<file path="src/rtl/snn_spike_encoder.sv">
// -----------------------------------------------------------------------------
// snn_spike_encoder
//   Rate encoder for a spiking neural network front end. The encoder latches
//   one unsigned intensity per channel. It then runs a window of 2^VW ticks.
//   On every tick each channel adds its intensity into a VW-bit phase
//   accumulator, and the carry out of that add is the spike. Over one window,
//   channel i therefore fires exactly value_i times, spread evenly. One tick
//   lasts TICK_DIV clock cycles.
//
// Ports
//   CLK        sole clock, rising edge
//   nRST       synchronous active-low reset
//   in_valid   intensity vector offered
//   in_ready   encoder idle and able to take a vector (low while stop is high)
//   in_values  NCH x VW unsigned intensities, channel i at [i*VW +: VW]
//   stop       synchronous abort of the current window
//   spike_out  one-cycle spike pulses, bit i = channel i
//   busy       high while a window is running or completing
//   win_done   one-cycle pulse at the end of a completed window
// -----------------------------------------------------------------------------
module snn_spike_encoder #(
   parameter int NCH      = 4,
   parameter int VW       = 4,
   parameter int TICK_DIV = 10
) (
   input  logic               CLK,
   input  logic               nRST,
   input  logic               in_valid,
   output logic               in_ready,
   input  logic [NCH*VW-1:0]  in_values,
   input  logic               stop,
   output logic [NCH-1:0]     spike_out,
   output logic               busy,
   output logic               win_done
);

   typedef enum logic [1:0] {
      IDLE = 2'd0,
      RUN  = 2'd1,
      DONE = 2'd2
   } state_t;

   localparam logic [7:0] PRESC_LAST = 8'(TICK_DIV - 1);

   state_t              state, state_nx;
   logic [7:0]          presc, presc_nx;
   logic [VW-1:0]       tick_cnt, tick_cnt_nx;
   logic [NCH*VW-1:0]   vals, vals_nx;
   logic [NCH*VW-1:0]   acc, acc_nx;
   logic [NCH-1:0]      spike_nx;
   logic                win_done_nx;
   logic [VW:0]         sum [NCH];
   logic                tick;
   logic                accept;

   assign in_ready = (state == IDLE) && !stop;
   assign busy     = (state != IDLE);
   assign accept   = in_valid && in_ready;
   assign tick     = (presc == PRESC_LAST);

   // Per-channel accumulator + intensity; the top bit is the spike carry.
   always_comb begin
      for (int i = 0; i < NCH; i++) begin
         sum[i] = {1'b0, acc[i*VW +: VW]} + {1'b0, vals[i*VW +: VW]};
      end
   end

   // Next-state and next-output logic for the window sequencer.
   always_comb begin
      state_nx    = state;
      presc_nx    = presc;
      tick_cnt_nx = tick_cnt;
      vals_nx     = vals;
      acc_nx      = acc;
      spike_nx    = '0;
      win_done_nx = 1'b0;
      case (state)
         IDLE: begin
            if (accept) begin
               vals_nx     = in_values;
               acc_nx      = '0;
               presc_nx    = 8'd0;
               tick_cnt_nx = '0;
               state_nx    = RUN;
            end else begin
               state_nx = IDLE;
            end
         end
         RUN: begin
            if (stop) begin
               state_nx = IDLE;
            end else if (tick) begin
               presc_nx = 8'd0;
               for (int i = 0; i < NCH; i++) begin
                  acc_nx[i*VW +: VW] = sum[i][VW-1:0];
                  spike_nx[i]        = sum[i][VW];
               end
               tick_cnt_nx = tick_cnt + VW'(1);
               // The counter wraps on tick number 2^VW, which ends the window.
               if (tick_cnt == {VW{1'b1}}) begin
                  state_nx    = DONE;
                  win_done_nx = 1'b1;
               end else begin
                  state_nx = RUN;
               end
            end else begin
               presc_nx = presc + 8'd1;
            end
         end
         DONE: begin
            state_nx = IDLE;
         end
         default: begin
            state_nx = IDLE;
         end
      endcase
   end

   // State and datapath registers with synchronous reset.
   always_ff @(posedge CLK) begin
      if (!nRST) begin
         state     <= IDLE;
         presc     <= 8'd0;
         tick_cnt  <= '0;
         vals      <= '0;
         acc       <= '0;
         spike_out <= '0;
         win_done  <= 1'b0;
      end else begin
         state     <= state_nx;
         presc     <= presc_nx;
         tick_cnt  <= tick_cnt_nx;
         vals      <= vals_nx;
         acc       <= acc_nx;
         spike_out <= spike_nx;
         win_done  <= win_done_nx;
      end
   end

endmodule

</file>
<file path="config.mk">
export PLATFORM = sky130hd
export DESIGN_NAME = snn_spike_encoder
export DESIGN_NICKNAME = d
export VERILOG_FILES = /design/src/rtl/snn_spike_encoder.sv
export SDC_FILE = /design/constraint.sdc
export NUM_CORES = 1
export LEC_CHECK = 0
export CAP_MARGIN = 20
export CORE_MARGIN = 4
export CORE_UTILIZATION = 25
export CTS_CLUSTER_DIAMETER = 30
export DETAILED_ROUTE_END_ITERATION = 10
export GPL_TIMING_DRIVEN = 0
export SLEW_MARGIN = 15
export SYNTH_ARGS = -nofsm -noshare
export SYNTH_HDL_FRONTEND = slang
export SYNTH_SLANG_ARGS = --single-unit
</file>
<file path="constraint.sdc">
create_clock -name CLK -period 3.55 [get_ports CLK]
set_input_delay 0.5325 -clock CLK [delete_from_list [all_inputs] [get_ports CLK]]
set_output_delay 0.5325 -clock CLK [all_outputs]
set_load 0.05 [all_outputs]
</file>
### The metal 1 layer, run 1

The bar under the picture is 20 um long. Supply wires on this layer in gray.
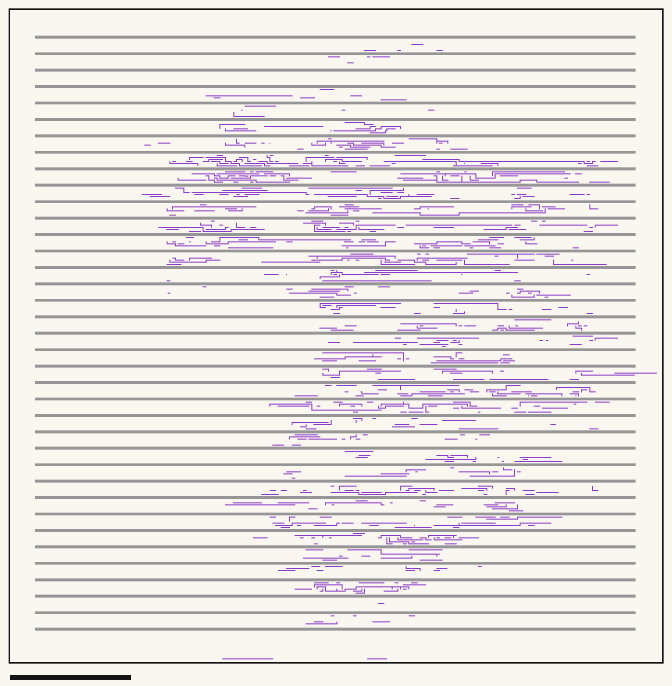
324 nets have wire on it. The wires run mostly horizontal. The layer carries 2200 um of wire. The longest straight run is 25.3 um. The layer holds 42% of the routed length.
routed vias: 1909
DRT Wirelength: 5180 um

### The metal 2 layer, run 1

Cells faint in the background.
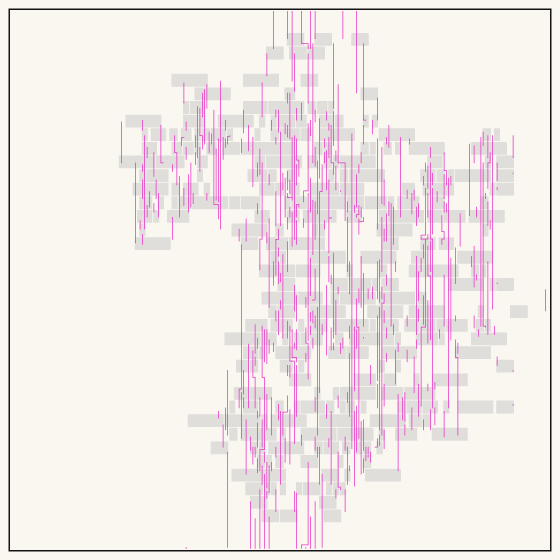
292 nets have wire on it. The longest straight run is 62.9 um. The wires run mostly vertical. The layer carries 2700 um of wire.
met2 Track Usage GR: 17.5%

### Signal wires on met3, run 1

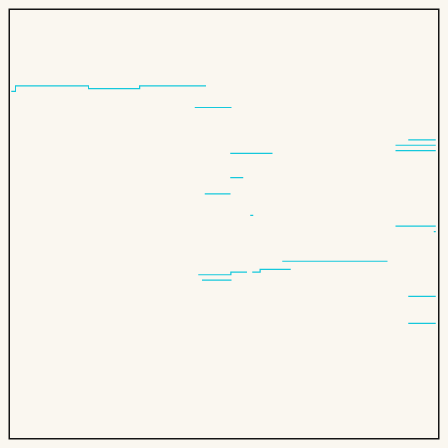
The longest straight run is 26.2 um. 12 nets have wire on it. The layer carries 186 um of wire.

==> impl_metrics.env, run 1 <==
# implementation run metrics
export IMPL_fp_util_pct=25.6
export IMPL_dieArea_sq_um=11600
export IMPL_rows=36
export IMPL_final_setup_tns_ps=0
export IMPL_worst_path_max_fanout=3
export IMPL_die_size_y_um=108
export IMPL_arrival_ps=2100
export IMPL_maxCapViolCount=0
export IMPL_comb_power_share_pct=9.4
export IMPL_drtAntennaViolNets=0
export IMPL_fin_crit_ps=2630
export IMPL_cts_buffers=5
export IMPL_io_pin_count=27
export IMPL_synth_warnings=0
export IMPL_critPathRequiredTime_ps=3020
export IMPL_tightest_slew_ps=528
export IMPL_path_class="input pin to output port"
export IMPL_fp_nets=312
export IMPL_dp_hpwl_um=3740
export IMPL_period_used_pct=74.1
export IMPL_netlist_instances=269
export IMPL_portBuffers=26
export IMPL_drive_gt1_share_pct=7.59
export IMPL_cts_sinks=51
export IMPL_clock_latency_ps=310
export IMPL_power_density_nw_per_um2=371
export IMPL_top_cells_by_area="dfxtp_1 41%, ha_1 9.5%, nand2_1 6.8%"
export IMPL_antennaDiodeCount=0
export IMPL_cts_root_buffer="clkbuf_8"
export IMPL_switchingPower_w=0.000266
export IMPL_fin_skew_ps=10.0
export IMPL_syn_area_sq_um=2490
export IMPL_core_sq_um=9730
export IMPL_pwr_share_seq_pct=52.6
export IMPL_grt_max_degree=16
export IMPL_drt_iter0_drc=55
export IMPL_clock_fmax_ghz=0.380
export IMPL_relSlewSlack_pct=64.7
export IMPL_drt_pass1_iter_count=4
export IMPL_syn_to_final_growth_pct=21.8
export IMPL_dp_slack_ps=904
export IMPL_top_area_cell="dfxtp_1"
export IMPL_synthDistinctLibCells=41
export IMPL_ys_seq_share_pct=40.9
export IMPL_setup_viol=0
export IMPL_hold_class="flip-flop to flip-flop"
export IMPL_power_leakage_nw=1.21
export IMPL_post_cts_buffers=0
export IMPL_nNetsFinal=345
export IMPL_ys_ff=51
export IMPL_yosys_area_sq_um=2490
export IMPL_antenna_found_initial=0
export IMPL_power_share_clock_pct=38.0
export IMPL_grt_usage_pct=9.37
export IMPL_cts_max_level=2
export IMPL_power_internal_w=0.000860
export IMPL_sw_frac_of_total_pct=23.6
export IMPL_ctsResizeCount=0
export IMPL_yosysCellCount=269
export IMPL_slew_viol_final=0
export IMPL_clkTransAtPathRegs_ps=100
export IMPL_rsz0062_at_grt="no"
export IMPL_vdd_drop_max_uv=129
export IMPL_grt_pass1_vias=1940
export IMPL_fin_worst_hold_slack_ps=467
export IMPL_grt_pass1_wl_um=8700
export IMPL_fin_ws_ps=918
export IMPL_post_route_drc_count=0
export IMPL_tritoncts="yes"
export IMPL_warnings=27
export IMPL_postCtsHoldBufs=0
export IMPL_syn_area_per_cell_sq_um=9.27
export IMPL_dieWidth_um=108
export IMPL_overflow=0
export IMPL_hold_viol=0
export IMPL_crit_path_start_kind="input pin"
export IMPL_vias_per_cell=4.38
export IMPL_setup_worst_path_end_class="output port"
export IMPL_cts_buffer_depth=2
export IMPL_place_congestion=0.759
export IMPL_wire_per_inst_um=11.9
export IMPL_status="complete, no violations"
export IMPL_synth_top_area_share_pct=40.9
run 1: cells by family (layout without fill, tap and decap cells):
group / Yosys count / in the layout / share of synthesized area, %
and+or+nand+nor: 98 / 98 / 19.5
xor gates and xnor gates: 15 / 15 / 5.27
buffers and inverters: 22 / 56 / 4.06
muxes: 11 / 11 / 4.42
AOI/OAI and AO/OA: 49 / 49 / 13.1
adders and majority gates: 23 / 23 / 12.7
DFF: 51 / 51 / 40.9
run 1: final timing paths:
check,end,startpoint,depth (start not counted),slack [ps]
worst max-delay path,in_ready,stop,3,920
worst min-delay path,vals[3],vals[3],2,470
worst max register to register,acc[7],state[1],6,1780
worst min register to register,vals[3],vals[3],2,470
run 1: critical path, cell delays in order:
cell             delay (ps)
clkdlybuf4s50_1         450
nor3_1                  250
clkdlybuf4s50_1         870
run 1: power groups by stage:
stage	clock (W)	sequential, W	combinational (W)
3_3_place_gp	0	0.000605	0.000106
5_1_grt	0.000452	0.000593	0.000118
2_1_floorplan	0	0.000602	0.0000663
4_1_cts	0.000440	0.000592	0.000108
6_report	0.000428	0.000592	0.000106
3_5_place_dp	0	0.000605	0.000107
run 1: through the flow:
| step | area [sq um] | power [W] | instances | util, % |
|---|---|---|---|---|
| 4_1_cts | 3040 | 0.00114 | 436 | 31.2 |
| 2_1_floorplan | 2490 | 0.000669 | 269 | - |
| 5_1_grt | 3040 | 0.00116 | 436 | 31.2 |
| 3_5_place_dp | 2920 | 0.000713 | 428 | 30.0 |
| 6_report | 3040 | 0.00113 | 436 | 31.2 |
| 3_3_place_gp | 2920 | 0.000711 | 428 | 30.0 |
run 1: layer usage:
metal | track usage, % | part of all wire, % | wire [um]
met5 | 0 | 0 | 0
met4 | 3.16 | 1.8 | 94
met3 | 2.52 | 3.6 | 186
met2 | 17.5 | 52 | 2700
met1 | 10.1 | 42 | 2200
run 1: cell usage after synthesis, drive strengths merged:
master,instances
or3,1
nor4b,1
or2,3
and2,1
inv,11
and2b,1
ha,19
xor2,2
nand4,1
a21oi,24
nand3,13
nor2,17
o21a,1
o21ai,2
nor4,4
a21o,8
xnor2,13
a31oi,2
a21boi,1
and4bb,1
buf,5
nor3b,1
clkinv,1
nand2,46
nor3,6
nand3b,2
o31ai,1
fa,4
a22o,8
o311ai,1
a211oi,1
dfxtp,51
mux2i,11
clkbuf,5
run 1: layout by cell type, fill, tap and decap left out, types with 3 or more instances in the layout:
master           instances
nor2_1                  16
nor3_1                   4
nand3_1                 13
a22o_1                   8
mux2i_1                 11
clkdlybuf4s50_1         26
clkbuf_8                 6
a21o_1                   8
ha_1                    19
dfxtp_1                 51
a21oi_1                 24
nor4_1                   4
clkbuf_1                 5
buf_2                    3
nand2_1                 45
fa_1                     4
inv_1                   11
xnor2_1                 13
run 1: registers in the layout (all words and copies together), names as in the netlist:
register   cells
win_done       1
state          2
vals          16
acc           16
tick_cnt       4
spike_out      4
presc          8
run 1: cell type report:
cell class | count | area [sq um]
clock buffers | 6 | 82.6
multi-input cells | 196 | 1370
well taps | 133 | 166
inverters | 12 | 45.0
plain buffers | 10 | 56.3
repair buffers | 26 | 260
flip-flops and latches | 51 | 1020
clock inverters | 2 | 35.0
fillers | 1046 | 6690
==> run 2: changes to the inputs <==
==> constraint.sdc (replaced) <==
create_clock -name CLK -period 2.6 [get_ports CLK]
set_input_delay 0.39 -clock CLK [delete_from_list [all_inputs] [get_ports CLK]]
set_output_delay 0.39 -clock CLK [all_outputs]
set_load 0.05 [all_outputs]
### The metal 1 layer, run 2

The bar under the picture is 20 um long. Supply wires on this layer in gray.
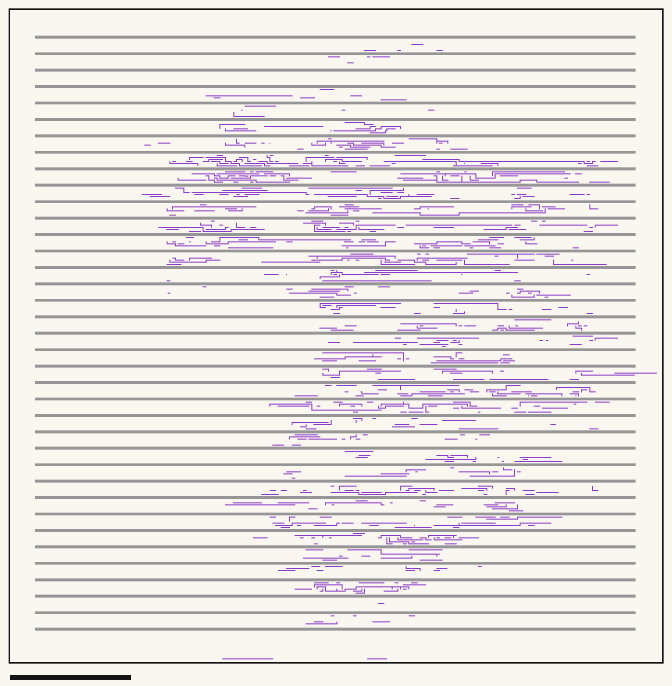
The wires run mostly horizontal. The layer holds 42% of the routed length. The longest straight run is 25.3 um. The layer carries 2200 um of wire.
M1 GR Usage: 10.1%

==> impl_metrics.env, run 2 <==
# implementation run metrics
export IMPL_overflow=0
export IMPL_final_setup_tns_ps=0
export IMPL_drtAntennaViolNets=0
export IMPL_clock_fmax_ghz=0.426
export IMPL_crit_path_start_kind="input pin"
export IMPL_fp_nets=312
export IMPL_fin_worst_hold_slack_ps=467
export IMPL_top_cells_by_area="dfxtp_1 41%, ha_1 9.5%, nand2_1 6.8%"
export IMPL_grt_pass1_vias=1940
export IMPL_ys_seq_share_pct=40.9
export IMPL_fillCellCount=1046
export IMPL_vdd_drop_max_uv=176
export IMPL_mostFrequentLayoutCells="51 x dfxtp_1, 45 x nand2_1, 26 x clkdlybuf4s50_1"
export IMPL_arrival_ps=1960
export IMPL_simple_gate_share_pct=19.5
export IMPL_tritoncts="yes"
export IMPL_io_pin_count=27
export IMPL_drt_pass1_iter_count=4
export IMPL_final_core_util_pct=31.2
export IMPL_fin_crit_ps=2350
export IMPL_synth_adder_area_share_pct=12.7
export IMPL_cts_sinks=51
export IMPL_yosys_area_sq_um=2490
export IMPL_fp_util_pct=25.6
export IMPL_setup_viol=0
export IMPL_netlist_instances=269
export IMPL_maxCapViolCount=0
export IMPL_grt_usage_pct=9.37
export IMPL_synth_top_flop_cell="dfxtp_1"
export IMPL_synth_top_area_share_pct=40.9
export IMPL_rrSetupSlack_ps=830
export IMPL_ctsResizeCount=0
export IMPL_cts_max_level=2
export IMPL_ys_async_sr_fraction_pct=0
export IMPL_reg2reg_from="state[1]"
export IMPL_common_cells="51 x dfxtp_1, 45 x nand2_1, 24 x a21oi_1, 19 x ha_1, 16 x nor2_1"
export IMPL_fin_skew_ps=10.0
export IMPL_dieArea_sq_um=11600
export IMPL_tightest_slew_ps=528
export IMPL_rows=36
export IMPL_dp_hpwl_um=3740
export IMPL_edf_count=0
export IMPL_core_sq_um=9730
export IMPL_status="complete, no violations"
export IMPL_ys_sh_mux_pct=4.42
export IMPL_power_density_nw_per_um2=506
export IMPL_num_vias=1909
export IMPL_holdCritStartpoint="vals[3]"
export IMPL_synthDistinctLibCells=41
export IMPL_cts_root_buffer="clkbuf_8"
export IMPL_slew_viol_final=0
export IMPL_lay_top_count="dfxtp_1"
export IMPL_dieWidth_um=108
export IMPL_syn_area_sq_um=2490
export IMPL_top_area_cell="dfxtp_1"
export IMPL_syn_area_per_cell_sq_um=9.27
export IMPL_ys_ff=51
export IMPL_portBuffers=26
export IMPL_yosysCellCount=269
export IMPL_post_route_drc_count=0
export IMPL_vias_per_cell=4.38
export IMPL_postCtsHoldBufs=0
export IMPL_power_leakage_nw=1.21
export IMPL_xor_share_pct=5.27
export IMPL_place_congestion=0.759
export IMPL_post_cts_buffers=0
export IMPL_hold_viol=0
export IMPL_antennaDiodeCount=0
export IMPL_most_common_cell="dfxtp_1"
export IMPL_path_class="input pin to output port"
export IMPL_rsz0062_at_grt="no"
export IMPL_syn_to_final_growth_pct=21.8
export IMPL_drt_wl_total_um=5180
export IMPL_relSlewSlack_pct=64.7
export IMPL_grt_pass1_wl_um=8700
export IMPL_die_size_y_um=108
export IMPL_period_used_pct=90.3
export IMPL_cts_buffers=5
export IMPL_fin_ws_ps=253
export IMPL_wire_per_inst_um=11.9
export IMPL_grt_max_degree=16
export IMPL_reg2reg_to="acc[7]"
export IMPL_critPathRequiredTime_ps=2210
export IMPL_cts_buffer_depth=2
export IMPL_nNetsFinal=345
export IMPL_hold_class="flip-flop to flip-flop"
export IMPL_clkTransAtPathRegs_ps=100
export IMPL_setup_worst_path_end_class="output port"
export IMPL_antenna_found_initial=0
export IMPL_drive_gt1_share_pct=7.59
export IMPL_holdPathEnd="vals[3]"
export IMPL_rr_worst_depth=6
export IMPL_dp_slack_ps=239
export IMPL_drt_iter0_drc=55
export IMPL_whs_path_depth=2
export IMPL_topCombFamilyByArea="simple AND/OR/NAND/NOR gates"
export IMPL_worst_path_max_fanout=3
export IMPL_reg_largest_list="acc: 16 flops, vals: 16 flops, presc: 8 flops"
export IMPL_clock_latency_ps=310
export IMPL_warnings=27
export IMPL_synth_warnings=0
export IMPL_synthAoiAreaFrac_pct=13.1
### Signal wires on met3, run 2

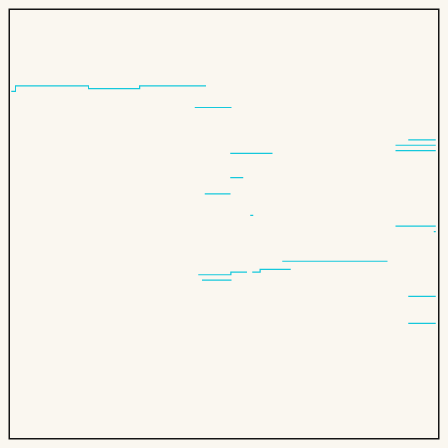
12 nets have wire on it. The wires run mostly horizontal. The layer carries 186 um of wire. The layer holds 3.6% of the routed length.

-- run 2: per-stage QoR --
step / cell area [sq um] / total power, W / std cells
final: 3040 / 0.00154 / 436
after global routing: 3040 / 0.00159 / 436
after CTS: 3040 / 0.00156 / 436
after detailed placement: 2920 / 0.000973 / 428
after global placement: 2920 / 0.000971 / 428
after floorplan: 2490 / 0.000913 / 269
-- run 2: cells by family (layout without fill, tap and decap cells) --
family                     count (synthesis)  in the layout
xor gates and xnor gates                  15             15
adders and majority gates                 23             23
DFF                                       51             51
muxes                                     11             11
buffers and inverters                     22             56
and+or+nand+nor                           98             98
AOI/OAI and AO/OA                         49             49
-- run 2: critical path, cell delays in order --
cell and delay, ps:
clkdlybuf4s50_1 450, nor3_1 250, clkdlybuf4s50_1 870
-- run 2: how the worst max path moves through the flow --
stage	startpoint	end	slack (ps)	cells after the start
after floorplan	state[0]	vals[0]	200	5
after global placement	stop	in_ready	250	3
after detailed placement	stop	in_ready	240	3
after CTS	stop	in_ready	230	3
after global routing	stop	in_ready	160	3
final	stop	in_ready	250	3
-- run 2: routing by layer --
layer / track usage (%) / vias to the layer above / routed length (um)
li1: - / 988 / -
met1: 10.1 / 894 / 2200
met2: 17.5 / 18 / 2700
met3: 2.52 / 9 / 186
met4: 3.16 / 0 / 94
met5: 0 / - / 0
-- run 2: cell type report --
type                    count  area (sq um)  area share [%]
clock buffers               6          82.6            2.72
clock inverters             2          35.0            1.15
flip-flops and latches     51          1020            33.6
inverters                  12          45.0            1.48
plain buffers              10          56.3            1.85
well taps                 133           166            5.48
repair buffers             26           260            8.57
multi-input cells         196          1370            45.1
-- run 2: report_power, final --
part           switching (W)  internal, W  leakage [nW]  total (W)
clock network       0.000273     0.000312        0.0612   0.000585
logic              0.0000780    0.0000666         0.733   0.000145
registers          0.0000125     0.000795         0.413   0.000808
No activity file was given, so power comes from the tool's default toggle rates.
